<file path="src/rtl/alu_pkg.sv">
// Shared definitions for the switch-driven ALU sequencer:
// op codes, controller state encoding and flag bit positions.
package alu_pkg;

    // Controller states, encoded as reported on state_o
    typedef enum logic [2:0] {
        S_LOAD_A  = 3'd0,
        S_LOAD_B  = 3'd1,
        S_LOAD_OP = 3'd2,
        S_EXEC    = 3'd3,
        S_WAIT    = 3'd4,
        S_DONE    = 3'd5
    } state_t;

    // ALU op codes
    localparam logic [3:0] OP_ADD  = 4'd0;
    localparam logic [3:0] OP_SLL  = 4'd1;
    localparam logic [3:0] OP_SLT  = 4'd2;
    localparam logic [3:0] OP_SLTU = 4'd3;
    localparam logic [3:0] OP_XOR  = 4'd4;
    localparam logic [3:0] OP_SRL  = 4'd5;
    localparam logic [3:0] OP_OR   = 4'd6;
    localparam logic [3:0] OP_AND  = 4'd7;
    localparam logic [3:0] OP_SUB  = 4'd8;
    localparam logic [3:0] OP_SRA  = 4'd9;

    // Flag word layout {ZF,CF,OF,SF}
    localparam int ZF_BIT = 3;
    localparam int CF_BIT = 2;
    localparam int OF_BIT = 1;
    localparam int SF_BIT = 0;

    // Width of the ALU latency counter (latency up to 15)
    localparam int CNT_W = 4;

    // Legal op codes run from ADD through SRA
    function automatic logic op_legal(input logic [3:0] op);
        return op <= OP_SRA;
    endfunction

endpackage

</file>
<file path="src/rtl/btn_pulse.sv">
// Button synchronizer and rising-edge detector producing
// one-cycle pulses; a level held through reset never pulses.
module btn_pulse #(
    parameter int STAGES = 2
) (
    input  logic clk,
    input  logic rst_n,
    input  logic btn,
    output logic pulse
);

    logic [STAGES-1:0] sync;
    logic [STAGES-1:0] fill;
    logic              prev;
    logic              armed;

    // Sync chain, fill tracker, edge history and arming flag.
    // The detector arms only after a valid low level is seen,
    // so a button pressed during reset must be released first.
    always_ff @(posedge clk or negedge rst_n) begin
        if (!rst_n) begin
            sync  <= '0;
            fill  <= '0;
            prev  <= 1'b0;
            armed <= 1'b0;
        end else begin
            sync[0] <= btn;
            fill[0] <= 1'b1;
            for (int i = 1; i < STAGES; i++) begin
                sync[i] <= sync[i-1];
                fill[i] <= fill[i-1];
            end
            prev <= sync[STAGES-1];
            if (fill[STAGES-1] && !sync[STAGES-1]) begin
                armed <= 1'b1;
            end
        end
    end

    assign pulse = sync[STAGES-1] & ~prev & armed;

endmodule

</file>
<file path="src/rtl/alu_seq_ctrl.sv">
// Step-button sequencer: loads A, B and op from switches,
// waits out the ALU latency and captures result and flags.
module alu_seq_ctrl
    import alu_pkg::*;
#(
    parameter int ALU_LAT     = 1,
    parameter int SYNC_STAGES = 2
) (
    input  logic        clk,
    input  logic        rst_n,
    input  logic [31:0] SW,
    input  logic        btn_step,
    input  logic        btn_half,
    input  logic [31:0] alu_res,
    input  logic [3:0]  alu_flags,
    output logic [31:0] alu_a,
    output logic [31:0] alu_b,
    output logic [3:0]  alu_op,
    output logic [31:0] res_q,
    output logic [3:0]  F,
    output logic [15:0] disp_word,
    output logic [2:0]  state_o,
    output logic        busy,
    output logic        err
);

    if (ALU_LAT < 1 || ALU_LAT > 15) begin : g_lat_chk
        $error("ALU_LAT out of range 1..15");
    end

    localparam logic [CNT_W-1:0] LAT_M1 = CNT_W'(ALU_LAT - 1);

    state_t           st;
    state_t           nxt;
    logic [CNT_W-1:0] cnt;
    logic             half;
    logic             step_p;
    logic             half_p;

    btn_pulse #(
        .STAGES (SYNC_STAGES)
    ) u_step (
        .clk   (clk),
        .rst_n (rst_n),
        .btn   (btn_step),
        .pulse (step_p)
    );

    btn_pulse #(
        .STAGES (SYNC_STAGES)
    ) u_half (
        .clk   (clk),
        .rst_n (rst_n),
        .btn   (btn_half),
        .pulse (half_p)
    );

    // State register
    always_ff @(posedge clk or negedge rst_n) begin
        if (!rst_n) begin
            st <= S_LOAD_A;
        end else begin
            st <= nxt;
        end
    end

    // Next-state logic; steps in EXEC/WAIT are simply dropped
    always_comb begin
        nxt = st;
        unique case (st)
            S_LOAD_A: begin
                if (step_p) nxt = S_LOAD_B;
            end
            S_LOAD_B: begin
                if (step_p) nxt = S_LOAD_OP;
            end
            S_LOAD_OP: begin
                if (step_p) begin
                    nxt = op_legal(SW[3:0]) ? S_EXEC : S_DONE;
                end
            end
            S_EXEC: begin
                nxt = S_WAIT;
            end
            S_WAIT: begin
                if (cnt == '0) nxt = S_DONE;
            end
            S_DONE: begin
                if (step_p) nxt = S_LOAD_A;
            end
            default: begin
                nxt = S_LOAD_A;
            end
        endcase
    end

    // State-derived outputs
    always_comb begin
        state_o = st;
        busy    = (st == S_EXEC) || (st == S_WAIT);
    end

    // Operand/op loads, latency counter and result capture
    always_ff @(posedge clk or negedge rst_n) begin
        if (!rst_n) begin
            alu_a  <= '0;
            alu_b  <= '0;
            alu_op <= '0;
            res_q  <= '0;
            F      <= '0;
            err    <= 1'b0;
            cnt    <= '0;
        end else begin
            case (st)
                S_LOAD_A: begin
                    if (step_p) alu_a <= SW;
                end
                S_LOAD_B: begin
                    if (step_p) alu_b <= SW;
                end
                S_LOAD_OP: begin
                    if (step_p) begin
                        alu_op <= SW[3:0];
                        if (!op_legal(SW[3:0])) begin
                            res_q <= '0;
                            F     <= '0;
                            err   <= 1'b1;
                        end
                    end
                end
                S_EXEC: begin
                    cnt <= LAT_M1;
                end
                S_WAIT: begin
                    if (cnt == '0) begin
                        res_q <= alu_res;
                        F     <= alu_flags;
                        err   <= 1'b0;
                    end else begin
                        cnt <= cnt - 1'b1;
                    end
                end
                default: begin
                end
            endcase
        end
    end

    // Display half select toggles in every state
    always_ff @(posedge clk or negedge rst_n) begin
        if (!rst_n) begin
            half <= 1'b0;
        end else if (half_p) begin
            half <= ~half;
        end
    end

    assign disp_word = half ? res_q[31:16] : res_q[15:0];

endmodule

</file>
<file path="config.mk">
export PLATFORM = sky130hd
export DESIGN_NAME = alu_seq_ctrl
export DESIGN_NICKNAME = d
export VERILOG_FILES = /design/src/rtl/alu_pkg.sv /design/src/rtl/btn_pulse.sv /design/src/rtl/alu_seq_ctrl.sv
export SDC_FILE = /design/constraint.sdc
export NUM_CORES = 1
export LEC_CHECK = 0
export ABC_AREA = 0
export CAP_MARGIN = 20
export CORE_ASPECT_RATIO = 0.6
export CORE_UTILIZATION = 44
export DETAILED_ROUTE_END_ITERATION = 7
export PLACE_DENSITY = 0.91
export SYNTH_ARGS = -nofsm -noshare
export SYNTH_HDL_FRONTEND = slang
export SYNTH_HIERARCHICAL = 1
export SYNTH_SLANG_ARGS = --single-unit
</file>
<file path="constraint.sdc">
create_clock -name clk -period 2.5 [get_ports clk]
set_input_delay 0.25 -clock clk [delete_from_list [all_inputs] [get_ports clk]]
set_output_delay 0.25 -clock clk [all_outputs]
set_load 0.1 [all_outputs]
</file>
**Sequential cells colored by netlist name**

Drawn at 2 px/µm. Other sequential cells in the stronger gray, the rest of the logic in the fainter gray.
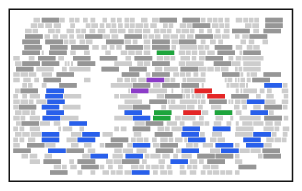
- `state_o`: red (flops 3)
- `alu_a`: blue (flops 32)
- `alu_op`: green (flops 4; where middle)
- `u_step/fill`: purple (flops 2)

**Wires at chosen ports, followed through buffers**

Drawn at 4 px/µm.
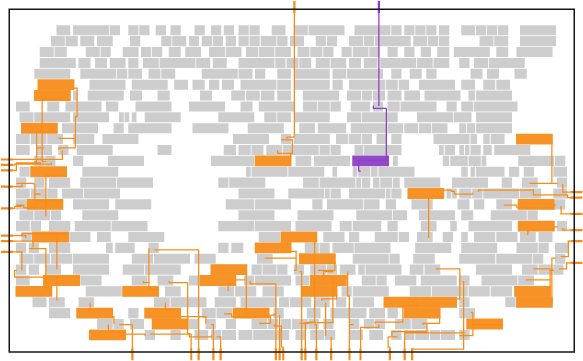
- `err`: purple (bits 1; direction output; edge top; end cells 1; buffers 1; wire 50.8 µm)
- `alu_b`: orange (bits 32; direction output; edge 17 bottom, 8 left, 6 right, 1 top; end cells 32; buffers 32; wire 899 µm)

**Cell outlines without signal wires**

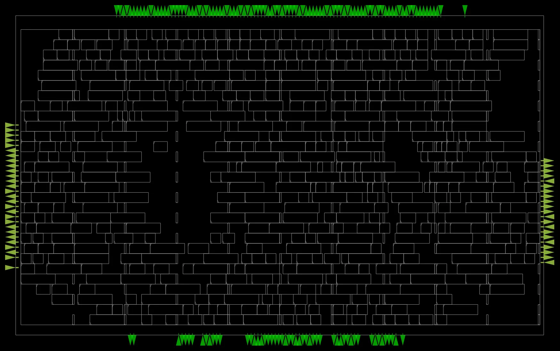
Final Non-Filler Cells: 695
sequential cell area share: 41.7%

==> results_dict.tcl <==
# place-and-route summary
set metrics [dict create \
    status "complete, no violations" \
    ff_type "dfrtp_1" \
    finalInstanceArea_um2 7500 \
    clock_skew_ns 0.00904 \
    routedWlPerCell_um 18.5 \
    remaining_drc_errors 0 \
    holdWs_ns 0.292 \
    numCtsBuffers 17 \
    netlist_area_um2 5090 \
    ys_async_sr_fraction_pct 100 \
    setup_viol 0 \
    io_pins 197 \
    place_ws_ns 0.392 \
    critPathArrivalTime_ns 1.97 \
    design.core.area_um2 10900 \
    place.gp.congestion 0.791 \
    max_stage_delay_ns 0.64 \
    die-area_um2 12000 \
    vias 3517 \
    cp_top_family "simple AND/OR/NAND/NOR gates" \
    clock_latency_ns 0.40 \
    diodes 0 \
    cts_setup_buffers 0 \
    warnings 27 \
    final_core_util_pct 68.6 \
    critPathKind "flop to output pin" \
    crit_path_top_delay_cell "dfrtp_1" \
    syn_inst 322 \
    finalCritPeriodShare_pct 88.7 \
    antenna_found_initial 0 \
    tightest_slew_ns 0.973 \
    maxCapViolCount 0 \
    finalSetupTns_ns 0 \
    min_path_type "input port to flop" \
    syn2layout_area_growth_pct 47.3 \
    drtPass1Iterations 4 \
    grt_setup_unrepaired "no" \
    yosys_area_um2 5090 \
    end_kind "output pin" \
    die_x_um 141 \
    grt_pass1_vias 3809 \
    cts_num_sinks 125 \
    max_freq_mhz 451 \
    edf_count 0 \
]
worst paths after layout:
kind	cells after the start	slack, ns	to	from
worst max-delay path	3	0.28	busy	state_o[2]$_DFFE_PN0P_
worst min-delay path	1	0.29	u_half/sync[0]$_DFF_PN0_	btn_half
worst max register to register	5	0.34	res_q[17]$_DFFE_PN0P_	cnt[0]$_DFFE_PN0P_
worst min register to register	0	0.35	u_step/sync[1]$_DFF_PN0_	u_step/sync[0]$_DFF_PN0_
max in group asynchronous	3	1.22	u_step/fill[1]$_DFF_PN0_	rst_n
min in group asynchronous	2	0.44	res_q[11]$_DFFE_PN0P_	rst_n
kinds of logic (layout without fill, tap and decap cells):
logic type / count (synthesis) / count (layout) / share of synthesized area (%)
flops: 125 / 125 / 61.5
compound gates: 56 / 56 / 9.12
simple gates: 25 / 25 / 3.34
buf+inv: 26 / 244 / 4.28
mux: 85 / 85 / 21.0
fa+ha+maj: 2 / 2 / 0.492
other cells: 2 / 2 / 0.148
xor+xnor: 1 / 1 / 0.172
state kept, by name (all words and copies together) (netlist names), 3 cells and up:
register,cells
F,4
alu_a,32
alu_b,32
alu_op,4
cnt,4
res_q,32
state_o,3
layout make-up:
class	instances	area (µm²)	area share [%]
Inverter	6	22.5	0.300
Clock inverter	13	188	2.50
Timing Repair Buffer	206	1760	23.5
Clock buffer	19	453	6.04
Sequential cell	125	3130	41.7
Multi-Input combinational cell	171	1750	23.3
Tap cell	155	194	2.59
worst reg2reg max path: cells and delay by family (launching register included):
kind,cells,cell delay (ns)
fa+ha+maj,1,0.22
buf+inv,1,0.09
flops,1,0.42
compound gates,2,1.02
simple gates,1,0.35
layer usage:
layer | wire (µm) | up-vias | GRT usage, %
li1 | - | 1580 | -
met1 | 5490 | 1829 | 28.3
met2 | 6770 | 96 | 38.4
met3 | 478 | 12 | 5.36
met4 | 113 | 0 | 6.52
met5 | 0 | - | 0
layout by cell type, fill, tap and decap left out, types with 3 or more instances in the layout:
cell             count
nor2_1               4
mux2_4              30
dfrtp_1            125
bufinv_16            4
buf_4              132
nand2_1              6
mux2_2              54
clkbuf_16           17
o21ai_0              3
inv_1                6
clkinvlp_4           3
buf_12               3
clkdlybuf4s50_1     70
a22o_1              36
a21oi_1              6
synthesized netlist by cell type (2+ instances only):
master    number  area share (%)
dfrtp_1      125              61
a21oi_1        6            0.59
nor2_1         4            0.29
or3b_1         2            0.34
inv_1          6            0.44
mux2_2        54              12
nand3_1        2            0.20
o21ai_0        3            0.29
mux2_4        30             8.8
a22o_1        36             6.2
a211oi_1       2            0.29
buf_4          3            0.44
buf_6          7             1.5
buf_12         3             1.2
buf_2          6            0.59
ha_1           2            0.49
a21o_1         2            0.29
conb_1         2            0.15
a31o_2         2            0.34
nand2_1        6            0.44
